**config.mk**
```make
export PLATFORM = sky130hd
export DESIGN_NAME = wb_onewire_master_flat
export DESIGN_NICKNAME = d
export VERILOG_FILES = /design/src/rtl/wb_onewire_if.sv /design/src/rtl/wb_onewire_master.sv /design/src/flat_wrapper.sv
export SDC_FILE = /design/constraint.sdc
export NUM_CORES = 1
export LEC_CHECK = 0
export CAP_MARGIN = 20
export CORE_MARGIN = 2
export CORE_UTILIZATION = 35
export DETAILED_ROUTE_END_ITERATION = 12
export PLACE_DENSITY_LB_ADDON = 0.1
export SLEW_MARGIN = 20
export SYNTH_ARGS = -nofsm -noshare
export SYNTH_HDL_FRONTEND = slang
export SYNTH_SLANG_ARGS = --single-unit
```
**constraint.sdc**
```tcl
create_clock -name clk -period 4 [get_ports clk]
set_input_delay 1.2 -clock clk [delete_from_list [all_inputs] [get_ports clk]]
set_output_delay 1.2 -clock clk [all_outputs]
set_load 0.01 [all_outputs]
```
**src/rtl/wb_onewire_if.sv**
```systemverilog
// Wishbone classic bus bundle between the conbus interconnect and the 1-Wire master.
interface wb_onewire_if;
    logic [31:0] wb_adr_i;
    logic [31:0] wb_dat_i;
    logic [31:0] wb_dat_o;
    logic [3:0]  wb_sel_i;
    logic        wb_stb_i;
    logic        wb_cyc_i;
    logic        wb_we_i;
    logic        wb_ack_o;

    modport master (
        output wb_adr_i, wb_dat_i, wb_sel_i, wb_stb_i, wb_cyc_i, wb_we_i,
        input  wb_dat_o, wb_ack_o
    );

    modport slave (
        input  wb_adr_i, wb_dat_i, wb_sel_i, wb_stb_i, wb_cyc_i, wb_we_i,
        output wb_dat_o, wb_ack_o
    );
endinterface

```
**src/rtl/wb_onewire_master.sv**
```systemverilog
// Wishbone-mapped 1-Wire master: reset, bit and byte commands with 1 us slot timing,
// open-drain pull-down drive, line sampling and a completion interrupt.
module wb_onewire_master #(
    parameter int clk_freq = 50000000
) (
    input  logic        clk,
    input  logic        rst,
    wb_onewire_if.slave wb,
    output logic        ow_pd_o,
    input  logic        ow_i,
    output logic        intr
);

    localparam logic [15:0] CLKDIV_RST = 16'(clk_freq / 1000000 - 1);

    localparam logic [2:0] S_IDLE    = 3'd0;
    localparam logic [2:0] S_RST_LO  = 3'd1;
    localparam logic [2:0] S_RST_HI  = 3'd2;
    localparam logic [2:0] S_SLOT_LO = 3'd3;
    localparam logic [2:0] S_SLOT_HI = 3'd4;
    localparam logic [2:0] S_RECOV   = 3'd5;

    logic [2:0]  r_state;
    logic [15:0] r_presc;
    logic [15:0] r_clkdiv;
    logic [9:0]  r_usec;
    logic [7:0]  r_tx_data;
    logic [7:0]  r_tx;
    logic [7:0]  r_rx;
    logic [7:0]  r_rx_data;
    logic [2:0]  r_bitcnt;
    logic        r_is_read;
    logic        r_presence;
    logic        r_last;
    logic        r_overrun;
    logic        r_done;
    logic        r_ie;
    logic        r_ow_s1;
    logic        r_ow_s2;
    logic        r_ow_pd;
    logic        r_ack;
    logic [31:0] r_dat;

    logic        w_req;
    logic        w_wr;
    logic        w_ctrl_wr;
    logic        w_tick;
    logic        w_busy;
    logic        w_start;
    logic        w_sample;
    logic        w_finish;
    logic [2:0]  w_next;
    logic [2:0]  w_state_d;
    logic [9:0]  w_lo_len;
    logic [31:0] w_rd;
    logic        w_unused;

    assign w_req     = wb.wb_stb_i & wb.wb_cyc_i & ~r_ack;
    assign w_wr      = w_req & wb.wb_we_i;
    assign w_ctrl_wr = w_wr & (wb.wb_adr_i[3:2] == 2'd0);
    assign w_tick    = (r_presc == r_clkdiv);
    assign w_busy    = (r_state != S_IDLE);
    // A new command may start on the very edge the previous one completes.
    assign w_start   = w_ctrl_wr & (|wb.wb_dat_i[4:0]) & (~w_busy | w_finish);
    assign w_state_d = w_start ? (wb.wb_dat_i[0] ? S_RST_LO : S_SLOT_LO) : w_next;
    assign w_lo_len  = (r_is_read | r_tx[0]) ? 10'd6 : 10'd60;
    assign w_unused  = ^{wb.wb_sel_i, wb.wb_adr_i[31:4], wb.wb_adr_i[1:0], wb.wb_dat_i[31:16]};

    assign wb.wb_ack_o = r_ack;
    assign wb.wb_dat_o = r_dat;
    assign ow_pd_o     = r_ow_pd;
    assign intr        = r_done & r_ie;

    // NOTE: every signal driven here gets a default first, so no path can infer a latch.
    always_comb begin
        w_next   = r_state;
        w_sample = 1'b0;
        w_finish = 1'b0;
        case (r_state)
            S_IDLE:    w_next = S_IDLE;
            S_RST_LO:  if (w_tick && r_usec == 10'd479) w_next = S_RST_HI;
            S_RST_HI: begin
                w_sample = w_tick && (r_usec == 10'd69);
                if (w_tick && r_usec == 10'd409) begin
                    w_next   = S_IDLE;
                    w_finish = 1'b1;
                end
            end
            S_SLOT_LO: if (w_tick && r_usec == w_lo_len - 10'd1) w_next = S_SLOT_HI;
            S_SLOT_HI: begin
                w_sample = w_tick && (r_usec == 10'd8);
                if (w_tick && r_usec == 10'd69 - w_lo_len) w_next = S_RECOV;
            end
            S_RECOV: begin
                if (w_tick && r_usec == 10'd1) begin
                    if (r_bitcnt != 3'd0) begin
                        w_next = S_SLOT_LO;
                    end else begin
                        w_next   = S_IDLE;
                        w_finish = 1'b1;
                    end
                end
            end
            default:   w_next = S_IDLE;
        endcase
    end

    always_comb begin
        w_rd = 32'h0;
        case (wb.wb_adr_i[3:2])
            2'd0:    w_rd = {24'h0, r_ie, 2'b00, r_done, r_overrun, r_last, r_presence, w_busy};
            2'd1:    w_rd = {24'h0, r_rx_data};
            2'd2:    w_rd = {16'h0, r_clkdiv};
            default: w_rd = 32'h0;
        endcase
    end

    // NOTE: state uses non-blocking assignments and an asynchronous reset, so the pull-down
    // releases the moment rst falls, without waiting for a clock.
    always_ff @(posedge clk or negedge rst) begin
        if (!rst) begin
            r_ack     <= 1'b0;
            r_dat     <= 32'h0;
            r_clkdiv  <= CLKDIV_RST;
            r_tx_data <= 8'h0;
            r_ie      <= 1'b0;
            r_done    <= 1'b0;
            r_overrun <= 1'b0;
        end else begin
            r_ack <= w_req;
            r_dat <= (w_req & ~wb.wb_we_i) ? w_rd : 32'h0;
            if (w_wr && !w_busy && wb.wb_adr_i[3:2] == 2'd1) r_tx_data <= wb.wb_dat_i[7:0];
            if (w_wr && !w_busy && wb.wb_adr_i[3:2] == 2'd2) r_clkdiv  <= wb.wb_dat_i[15:0];
            if (w_ctrl_wr) begin
                r_ie      <= wb.wb_dat_i[7];
                r_done    <= 1'b0;
                r_overrun <= (|wb.wb_dat_i[4:0]) & ~w_start;
            end else if (w_finish) begin
                r_done <= 1'b1;
            end
        end
    end

    always_ff @(posedge clk or negedge rst) begin
        if (!rst) begin
            r_state    <= S_IDLE;
            r_presc    <= 16'h0;
            r_usec     <= 10'h0;
            r_tx       <= 8'h0;
            r_rx       <= 8'h0;
            r_rx_data  <= 8'h0;
            r_bitcnt   <= 3'd0;
            r_is_read  <= 1'b0;
            r_presence <= 1'b0;
            r_last     <= 1'b0;
            r_ow_s1    <= 1'b1;
            r_ow_s2    <= 1'b1;
            r_ow_pd    <= 1'b0;
        end else begin
            r_ow_s1 <= ow_i;
            r_ow_s2 <= r_ow_s1;
            r_state <= w_state_d;
            r_ow_pd <= (w_state_d == S_RST_LO) || (w_state_d == S_SLOT_LO);
            r_presc <= (w_start || w_tick) ? 16'h0 : r_presc + 16'h1;
            if (w_state_d != r_state) r_usec <= 10'h0;
            else if (w_tick)          r_usec <= r_usec + 10'h1;

            if (w_sample) begin
                if (r_state == S_RST_HI) begin
                    r_presence <= ~r_ow_s2;
                end else begin
                    r_rx   <= {r_ow_s2, r_rx[7:1]};
                    r_last <= r_ow_s2;
                end
            end
            if (r_state == S_RECOV && w_next == S_SLOT_LO) begin
                r_bitcnt <= r_bitcnt - 3'd1;
                r_tx     <= {1'b0, r_tx[7:1]};
            end
            if (w_finish && r_state == S_RECOV) r_rx_data <= r_rx;

            // Lowest-numbered command bit wins when several are set.
            if (w_start) begin
                r_rx <= 8'h0;
                if (wb.wb_dat_i[0]) begin
                    r_presence <= 1'b0;
                end else if (wb.wb_dat_i[1]) begin
                    r_tx      <= {7'h0, wb.wb_dat_i[8]};
                    r_bitcnt  <= 3'd0;
                    r_is_read <= 1'b0;
                end else if (wb.wb_dat_i[2]) begin
                    r_tx      <= r_tx_data;
                    r_bitcnt  <= 3'd0;
                    r_is_read <= 1'b1;
                end else if (wb.wb_dat_i[3]) begin
                    r_tx      <= r_tx_data;
                    r_bitcnt  <= 3'd7;
                    r_is_read <= 1'b0;
                end else begin
                    r_tx      <= r_tx_data;
                    r_bitcnt  <= 3'd7;
                    r_is_read <= 1'b1;
                end
            end
        end
    end

endmodule

```
**src/flat_wrapper.sv**
```systemverilog
// flat-port wrapper written by rule: the top's interface ports become plain ports
module wb_onewire_master_flat 
#(
    parameter int clk_freq = 50000000
)
  (clk, rst, ow_pd_o, ow_i, intr, wb_wb_adr_i, wb_wb_dat_i, wb_wb_sel_i, wb_wb_stb_i, wb_wb_cyc_i, wb_wb_we_i, wb_wb_dat_o, wb_wb_ack_o);
  wb_onewire_if wb_i ();
  input  logic clk;
  input  logic rst;
  output logic ow_pd_o;
  input  logic ow_i;
  output logic intr;
  input wire logic [$bits(wb_i.wb_adr_i)-1:0] wb_wb_adr_i;
  input wire logic [$bits(wb_i.wb_dat_i)-1:0] wb_wb_dat_i;
  input wire logic [$bits(wb_i.wb_sel_i)-1:0] wb_wb_sel_i;
  input wire logic [$bits(wb_i.wb_stb_i)-1:0] wb_wb_stb_i;
  input wire logic [$bits(wb_i.wb_cyc_i)-1:0] wb_wb_cyc_i;
  input wire logic [$bits(wb_i.wb_we_i)-1:0] wb_wb_we_i;
  output wire logic [$bits(wb_i.wb_dat_o)-1:0] wb_wb_dat_o;
  output wire logic [$bits(wb_i.wb_ack_o)-1:0] wb_wb_ack_o;
  assign wb_i.wb_adr_i = wb_wb_adr_i;
  assign wb_i.wb_dat_i = wb_wb_dat_i;
  assign wb_i.wb_sel_i = wb_wb_sel_i;
  assign wb_i.wb_stb_i = wb_wb_stb_i;
  assign wb_i.wb_cyc_i = wb_wb_cyc_i;
  assign wb_i.wb_we_i = wb_wb_we_i;
  assign wb_wb_dat_o = wb_i.wb_dat_o;
  assign wb_wb_ack_o = wb_i.wb_ack_o;
  wb_onewire_master #(.clk_freq(clk_freq)) u_core (.clk(clk), .rst(rst), .wb(wb_i), .ow_pd_o(ow_pd_o), .ow_i(ow_i), .intr(intr));
endmodule
```
==> flow_metrics.env <==
# source this file to load flow results
export IMPL_gp_congestion=0.841
export IMPL_root_buffer="clkbuf_16"
export IMPL_worstHoldPathCells=0
export IMPL_critPathCaptureType="register"
export IMPL_slew_headroom_pct=51.6
export IMPL_cp_num_cells=9
export IMPL_drt_iter0_markers=150
export IMPL_pwr_share_seq_pct=51.7
export IMPL_antenna_found_initial=0
export IMPL_fp_util_pct=35.9
export IMPL_fin_area_um2=6090
export IMPL_path_delay_family="simple AND/OR/NAND/NOR gates"
export IMPL_path_class="in2reg"
export IMPL_busiest_layer="met2"
export IMPL_most_common_cell="dfrtp_1"
export IMPL_final_clk_cell_share_pct=4.99
export IMPL_r2r_start="u_core.r_clkdiv[8]"
export IMPL_largest_class="registers"
export IMPL_peakVddDrop_v=0.000190
export IMPL_holdPathEnd="u_core.r_ow_s2"
export IMPL_fillCellCount=1439
export IMPL_logic_gates=346
export IMPL_power_internal_w=0.00162
export IMPL_preCtsSetupSlack_ps=276
export IMPL_critPathSlowestCell="or4_1"
export IMPL_cts_made_buffers=9
export IMPL_io_pins=109
export IMPL_ys_ff=106
export IMPL_row_count=44
export IMPL_ys_cells=481
export IMPL_drc=0
export IMPL_crit_path_end="u_core.r_usec[1]"
export IMPL_hold_viol=0
export IMPL_lay_top_cells="101 x dfrtp_1, 63 x nor2_1, 41 x clkdlybuf4s50_1, 32 x xor2_1, 30 x mux2_2"
export IMPL_cts_tree="built"
export IMPL_drv_slew=0
export IMPL_mux_share_pct=10.5
export IMPL_nClkBuffers=10
export IMPL_powerDensity_nw_per_um2=345
export IMPL_comb_cell_power_w=0.0000935
export IMPL_cp_buffers_inverters=2
export IMPL_grtUsageMet2_pct=22.7
export IMPL_power_switching_w=0.000477
export IMPL_drv_cap=0
export IMPL_ys_flop_type="dfrtp_1"
export IMPL_fin_worst_skew_ps=9.32
export IMPL_setup_tns_ps=0
export IMPL_synth_area_leader_cell="dfrtp_1"
export IMPL_p_clk_w=0.000921
export IMPL_adder_share_pct=1.20
export IMPL_yosysSeqAreaShare_pct=51.0
export IMPL_rrSetupSlack_ps=1360
export IMPL_p_total_w=0.00210
export IMPL_drtAntennaViolNets=0
export IMPL_setup_ws_ps=652
export IMPL_final_cells=715
export IMPL_p_leak_nw=2.70
export IMPL_cp_cell_sequence="clkdlybuf4s50_1 -> or4_1 -> o2111ai_2 -> or4_4 -> o41a_1 -> nand4_1 -> a211oi_4 -> buf_4 -> a211oi_1"
export IMPL_syn_inst=481
export IMPL_grt_pass1_vias=3528
export IMPL_startpoint="wb_wb_dat_i[1]"
export IMPL_grt_pass1_wl_mm=19.0
export IMPL_top_layer="met4"
export IMPL_timing_hold_ws_ps=361
export IMPL_clock_sinks=106
export IMPL_nNonClkBuffers=55
export IMPL_worstPathArrival_ps=3580
export IMPL_clk_pin_slew_ps=70
export IMPL_status="finished, final reports clean"
export IMPL_max_stage_delay_ps=610
export IMPL_area_growth_syn_to_layout_pct=16.7
export IMPL_syn_area_um2=5220
export IMPL_hold_buffers=0
export IMPL_clock_path_buffers=2
export IMPL_final_nonclk_buf_share_pct=8.67
export IMPL_hp_start="u_core.r_ow_s1"
export IMPL_htree_levels=3
export IMPL_finalCritPeriodShare_pct=83.7
export IMPL_xor_area_share_pct=6.88
export IMPL_dr_wl_met3_um=388
export IMPL_crit_fanout=10
export IMPL_fmax_ghz=0.299
export IMPL_cp_start_kind="primary input"
export IMPL_worstHoldPathType="reg2reg"
export IMPL_drive_gt1_share_pct=16.0
export IMPL_worstPathRequired_ps=4230
export IMPL_synth_cell_types=63
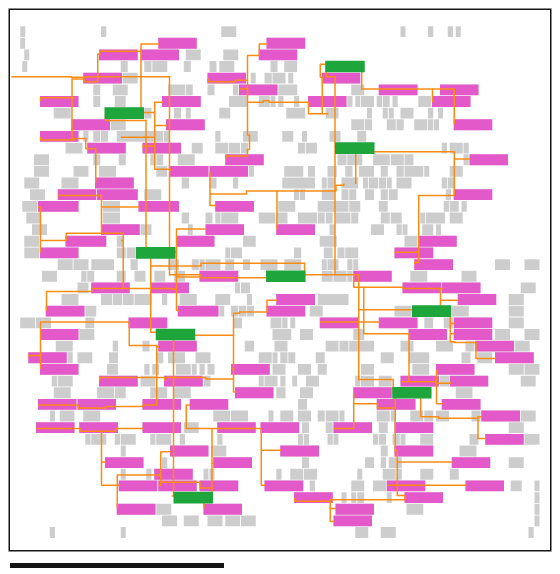
*Clock distribution*
Bar = 50 um.
Key: clock drivers = green [count 9]; flip-flops = magenta [count 106]; clock wires = orange [length 1480 um]
There are 10 routed clock nets.

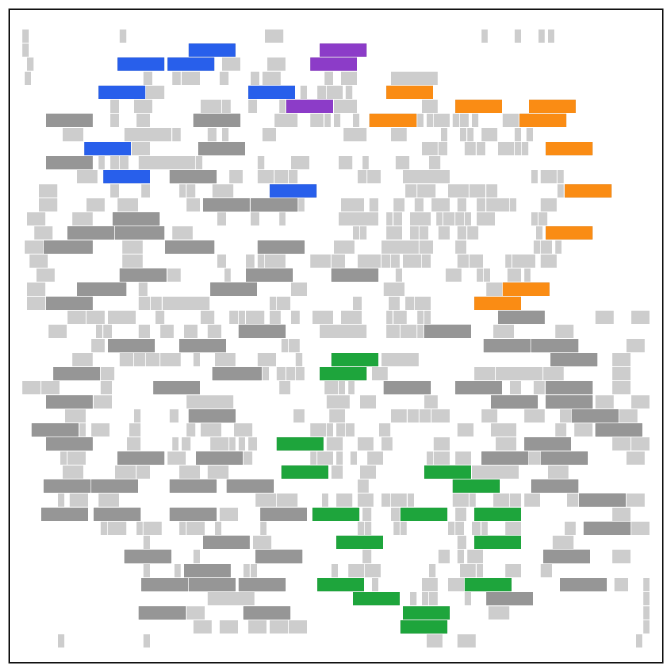
*Where the registers sit*
Other sequential cells in the stronger gray, the rest of the logic in the fainter gray.
Key: u_core.r_bitcnt = purple [sequential cells 3]; u_core.r_presc = green [sequential cells 16, where south]; u_core.r_tx = blue [sequential cells 8, where north-west]; u_core.r_usec = orange [sequential cells 10, where north-east]
Seq/total area: 43.7%
register area: 2660 um2
Power Sequential: 0.00109 W
post-layout util: 41.9%

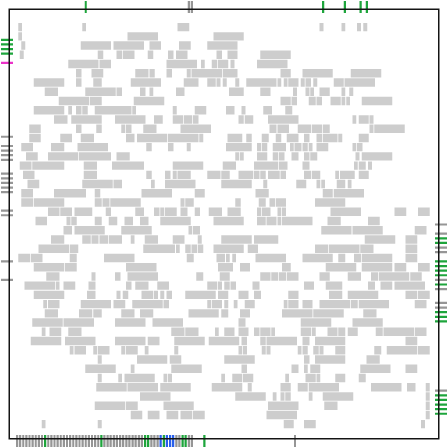
*Pin map*
Pins as bars across the die edge, other pins in gray.
Key: wb_wb_sel_i = blue [pins 4, direction input, edge south]; clk = magenta [pins 1, direction input, edge west]; wb_wb_dat_o = green [pins 32, direction output, edge 15 east, 8 south, 5 north, 4 west]
All pins by edge: 59 south, 24 east, 19 west, 7 north.

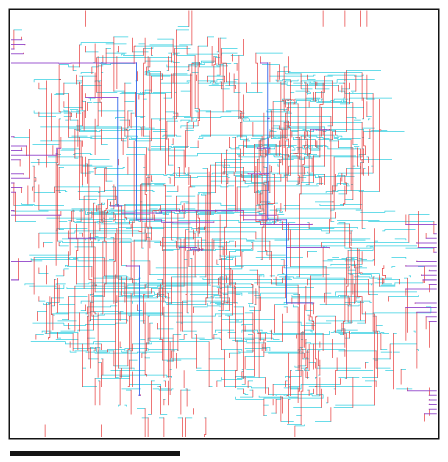
*Wiring by layer*
Bar = 50 um.
Key: metal 4 = blue [wire length 187 um]; metal 2 = red [wire length 5090 um]; metal 3 = purple [wire length 388 um]; metal 1 = cyan [wire length 5680 um]

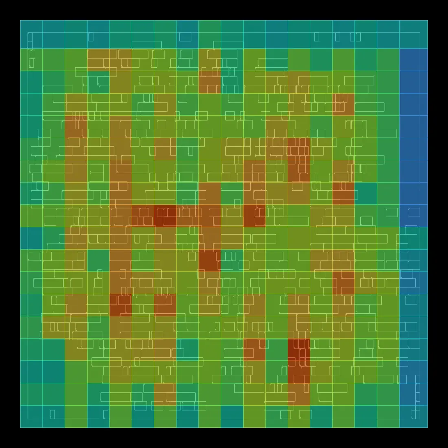
*Routing congestion*
drt wl/cell: 15.9 um
Global Route met1 Usage: 21.6%
total global-route track usage: 15.2%

Power and IR drop assume default switching activity.
